### src/rtl/rv_muldiv_unit.sv
// rv_muldiv_unit: iterative RV-M multiply/divide, one radix-2 step per cycle.
// Divide-by-zero and signed overflow skip the iteration and finish in one cycle.
//  state | meaning
//  IDLE  | waiting for an accepted start
//  CALC  | XLEN shift-add multiply / restoring divide steps
//  FIX   | sign fix-up, hi/lo or quotient/remainder select, W-op extension
//  DONE  | result valid, done pulse
module rv_muldiv_unit #(
  parameter int XLEN      = 64,
  parameter bit SUPPORT_W = 1'b1
) (
  input  logic            clk,
  input  logic            reset,
  input  logic            start,
  input  logic [2:0]      funct3,
  input  logic            word_op,
  input  logic [XLEN-1:0] op_a,
  input  logic [XLEN-1:0] op_b,
  input  logic            flush,
  output logic            busy,
  output logic            done,
  output logic [XLEN-1:0] result
);
  localparam int            CW   = $clog2(XLEN);
  localparam bit            W_EN = SUPPORT_W && (XLEN == 64);
  localparam logic [CW-1:0] LAST = CW'(XLEN - 1);

  typedef enum logic [1:0] {S_IDLE, S_CALC, S_FIX, S_DONE} state_t;
  state_t r_state, w_next;

  logic [CW-1:0]   r_cnt;
  logic [XLEN-1:0] r_hi, r_lo, r_mcand;
  logic            r_is_div, r_want_hi, r_neg, r_word;

  function automatic logic [XLEN-1:0] sext32(input logic [31:0] v);
    return XLEN'($signed(v));
  endfunction

  logic            w_is_div, w_word, w_a_sgn, w_b_sgn, w_want_hi, w_sa, w_sb;
  logic            w_div0, w_ovf, w_fast, w_accept;
  logic [XLEN-1:0] w_a_ext, w_b_ext, w_abs_a, w_abs_b, w_min, w_fast_res;

  // MUL is computed unsigned: the low half of the product does not depend on signedness.
  always_comb begin
    w_is_div  = funct3[2];
    w_word    = W_EN && word_op;
    w_a_sgn   = w_is_div ? !funct3[0]
                         : (!w_word && (funct3[1:0] == 2'b01 || funct3[1:0] == 2'b10));
    w_b_sgn   = w_is_div ? !funct3[0] : (!w_word && funct3[1:0] == 2'b01);
    w_want_hi = w_is_div ? funct3[1] : (!w_word && funct3[1:0] != 2'b00);
    w_a_ext   = op_a;
    w_b_ext   = op_b;
    if (w_word) begin
      w_a_ext = w_a_sgn ? sext32(op_a[31:0]) : XLEN'(op_a[31:0]);
      w_b_ext = w_b_sgn ? sext32(op_b[31:0]) : XLEN'(op_b[31:0]);
    end
    w_sa       = w_a_sgn && w_a_ext[XLEN-1];
    w_sb       = w_b_sgn && w_b_ext[XLEN-1];
    w_abs_a    = w_sa ? -w_a_ext : w_a_ext;
    w_abs_b    = w_sb ? -w_b_ext : w_b_ext;
    w_min      = w_word ? sext32(32'h8000_0000) : {1'b1, {(XLEN-1){1'b0}}};
    w_div0     = w_is_div && (w_b_ext == '0);
    w_ovf      = w_is_div && !funct3[0] && (w_a_ext == w_min) && (w_b_ext == '1);
    w_fast     = w_div0 || w_ovf;
    w_fast_res = w_div0 ? (w_want_hi ? w_a_ext : '1) : (w_want_hi ? '0 : w_a_ext);
    if (w_word) w_fast_res = sext32(w_fast_res[31:0]);
    w_accept   = (r_state == S_IDLE) && start && !flush;
  end

  logic [XLEN:0]   w_sum, w_rsh, w_diff;
  logic [XLEN-1:0] w_step_hi, w_step_lo;

  // Divide: the borrow out of the trial subtraction is the inverted quotient bit.
  always_comb begin
    w_sum  = {1'b0, r_hi} + (r_lo[0] ? {1'b0, r_mcand} : '0);
    w_rsh  = {r_hi, r_lo[XLEN-1]};
    w_diff = w_rsh - {1'b0, r_mcand};
    if (r_is_div) begin
      w_step_hi = w_diff[XLEN] ? w_rsh[XLEN-1:0] : w_diff[XLEN-1:0];
      w_step_lo = {r_lo[XLEN-2:0], !w_diff[XLEN]};
    end else begin
      w_step_hi = w_sum[XLEN:1];
      w_step_lo = {w_sum[0], r_lo[XLEN-1:1]};
    end
  end

  logic [2*XLEN-1:0] w_prod;
  logic [XLEN-1:0]   w_qr, w_fix_res;

  always_comb begin
    w_prod = r_neg ? -{r_hi, r_lo} : {r_hi, r_lo};
    w_qr   = r_want_hi ? r_hi : r_lo;
    if (r_neg) w_qr = -w_qr;
    if (r_is_div) w_fix_res = w_qr;
    else          w_fix_res = r_want_hi ? w_prod[2*XLEN-1:XLEN] : w_prod[XLEN-1:0];
    if (r_word) w_fix_res = sext32(w_fix_res[31:0]);
  end

  always_comb begin
    w_next = r_state;
    case (r_state)
      S_IDLE:  if (w_accept) w_next = w_fast ? S_DONE : S_CALC;
      S_CALC:  if (flush) w_next = S_IDLE;
               else if (r_cnt == LAST) w_next = S_FIX;
      S_FIX:   w_next = flush ? S_IDLE : S_DONE;
      S_DONE:  w_next = S_IDLE;
      default: w_next = S_IDLE;
    endcase
  end

  always_ff @(posedge clk) begin
    if (reset) r_state <= S_IDLE;
    else       r_state <= w_next;
  end

  always_ff @(posedge clk) begin
    if (reset) begin
      result    <= '0;
      r_cnt     <= '0;
      r_hi      <= '0;
      r_lo      <= '0;
      r_mcand   <= '0;
      r_is_div  <= 1'b0;
      r_want_hi <= 1'b0;
      r_neg     <= 1'b0;
      r_word    <= 1'b0;
    end else if (w_accept) begin
      r_is_div  <= w_is_div;
      r_want_hi <= w_want_hi;
      r_word    <= w_word;
      r_neg     <= (w_is_div && w_want_hi) ? w_sa : (w_sa ^ w_sb);
      r_cnt     <= '0;
      r_hi      <= '0;
      r_lo      <= w_is_div ? w_abs_a : w_abs_b;
      r_mcand   <= w_is_div ? w_abs_b : w_abs_a;
      if (w_fast) result <= w_fast_res;
    end else if (r_state == S_CALC) begin
      r_cnt <= r_cnt + CW'(1);
      r_hi  <= w_step_hi;
      r_lo  <= w_step_lo;
    end else if (r_state == S_FIX && !flush) begin
      result <= w_fix_res;
    end
  end

  assign busy = (r_state != S_IDLE);
  assign done = (r_state == S_DONE);

endmodule

### config.mk
export PLATFORM = sky130hd
export DESIGN_NAME = rv_muldiv_unit
export DESIGN_NICKNAME = d
export VERILOG_FILES = /design/src/rtl/rv_muldiv_unit.sv
export SDC_FILE = /design/constraint.sdc
export NUM_CORES = 2
export LEC_CHECK = 0
export CORE_MARGIN = 1
export CORE_UTILIZATION = 55
export DETAILED_ROUTE_END_ITERATION = 16
export PLACE_DENSITY = 0.73
export SETUP_SLACK_MARGIN = 0.2
export SYNTH_ARGS = -nofsm -noshare
export SYNTH_HDL_FRONTEND = slang
export SYNTH_SLANG_ARGS = --single-unit
### constraint.sdc
create_clock -name clk -period 8.6 [get_ports clk]
set_input_delay 1.29 -clock clk [delete_from_list [all_inputs] [get_ports clk]]
set_output_delay 1.29 -clock clk [all_outputs]
set_load 0.01 [all_outputs]
Figure 1. The metal 2 layer.
Cells faint in the background.
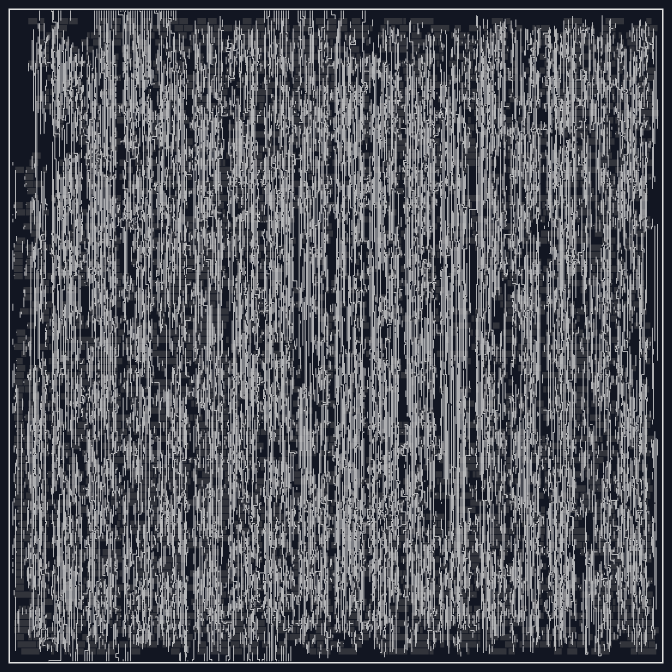
longest straight run = 93.3 um
wire length on this layer = 64.7 mm
Final Routed Wirelength: 157000 um
Via Count: 40500
met2 usage: 70.3%

Figure 2. Cell placement.
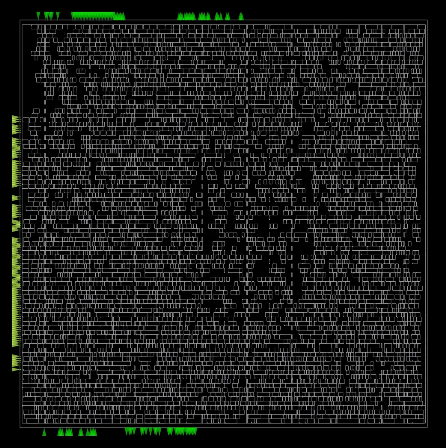
fraction of area in registers: 14.5%
CORE AREA: 0.0607 sq mm
count of sequential standard cells: 268
Finished Layout Cells: 5704

Figure 3. Clock distribution.
The bar under the picture is 100 um long.
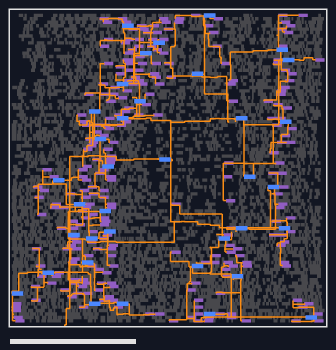
clock wires -> orange  # length 4450 um
cells driving clock nets -> blue  # count 36
flip-flops -> purple  # count 268
flops lie = spread over the die

Figure 4. Placement by cell class.
The bar under the picture is 100 um long.
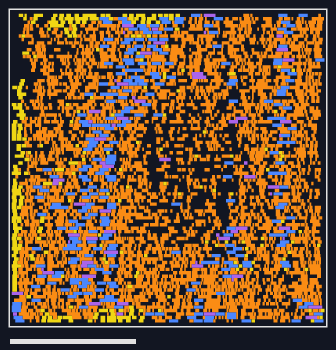
flops -> blue  # cells 268, share of their area 15%
all other logic -> orange  # cells 4292, share of their area 74%
clock drivers and dummy loads -> purple  # cells 64, share of their area 3.4%
other buffers and delay cells -> yellow  # cells 296, share of their area 7.6%
row count: 90
fin area: 0.0372 sq mm
fin util: 61.2%

==> metrics.yaml <==
maxCapViolations: 0
p_int_w: 0.00303
critical_path_class: "flop to flop"
outcome: "finished clean"
met3_usage_pct: 13.8
dominant_cells: "logic gates"
n_antenna_cell: 2
crit_path_end_kind: "flop"
p_leak_nw: 13.8
clock_buffers: 47
cp.depth: 10
setup_ws_ns: 2.86
nWellTaps: 782
cts_buffers: 36
finalClockSkew_ns: 0.0192
layout_top_cells: "517 x nor2_1, 509 x a21oi_1, 495 x nand2_1, 365 x o21ai_0, 265 x dfxtp_1"
overflow: 0
post_cts_buffers: 0
critPathBufInv: 1
min-delay-start: "r_mcand[10]"
synth_area_sq_mm: 0.0339
holdWs_ns: 0.455
yosys.area.top_type: "dfxtp_1"
simple_gate_area_share_pct: 25.1
r2r_slack_ns: 2.86
die-area_sq_mm: 0.0627
place_worst_setup_slack_ns: 2.50
clockPowerShare_pct: 30.3
nonClkBufAreaFrac_pct: 7.40
clkSinkCount: 268
grt_use_total_pct: 47.9
dp_hpwl_um: 119000
drt_iter0_drc: 6639
cts_hold_buf: 0
clk-power_w: 0.00161
synth_top_area_share_pct: 15.8
cp.required_ns: 9.06
maxSlewHeadroom_pct: 14.4
synth.top_cells.by_count: "521 x nor2_1, 509 x a21oi_1, 496 x nand2_1, 378 x clkbuf_1, 365 x o21ai_0"
synth_flops: 268
setup_tns_ns: 0
first_global_vias: 36300
clkSlewWorstSetupHoldPaths_ns: 0.06
grt_pass1_wl_um: 231000
cts_tree: "built"
setup_viol: 0
post_cts_resized: 0
r2r_end: "result[53]"
n_fill_cell: 5813
topRoutingLayerUsed: "met5"
clk_latency_ns: 0.59
arrival_ns: 6.20
avgSynthCellArea_sq_um: 6.75
die_h_um: 250
p_per_area_mw_per_mm2: 143
fp_util_pct: 55.9
logic_area_sq_mm: 0.0264
cp_top_family: "simple AND/OR/NAND/NOR gates"
floorplan.nets: 5304
busiest_layer: "met2"
ys_seq_share_pct: 15.8
inverters: 125
die_w_um: 250
met1Wirelength_um: 60700
async_reset_ff_share_pct: 0
ys_cells: 5030
synthFlopType: "dfxtp_1"
finalWeightedCongestion: 1.07
synth_xor_xnor_area_share_pct: 9.78
topCellsByArea: "dfxtp_1 16%, a21oi_1 7.5%, nor2_1 5.8%, nand2_1 5.5%, o21ai_0 5.4%"
worstHoldEndpoint: "r_mcand[10]"
startpoint: "r_want_hi"
dr.pass1.iters: 9
power_leader: "combinational cells"
synth_chip_area_sq_mm: 0.0339
r2r-start: "r_want_hi"
netlist-cell-type-count: 99
synth-compound-area-share_pct: 31.2
antenna_found_initial: 3
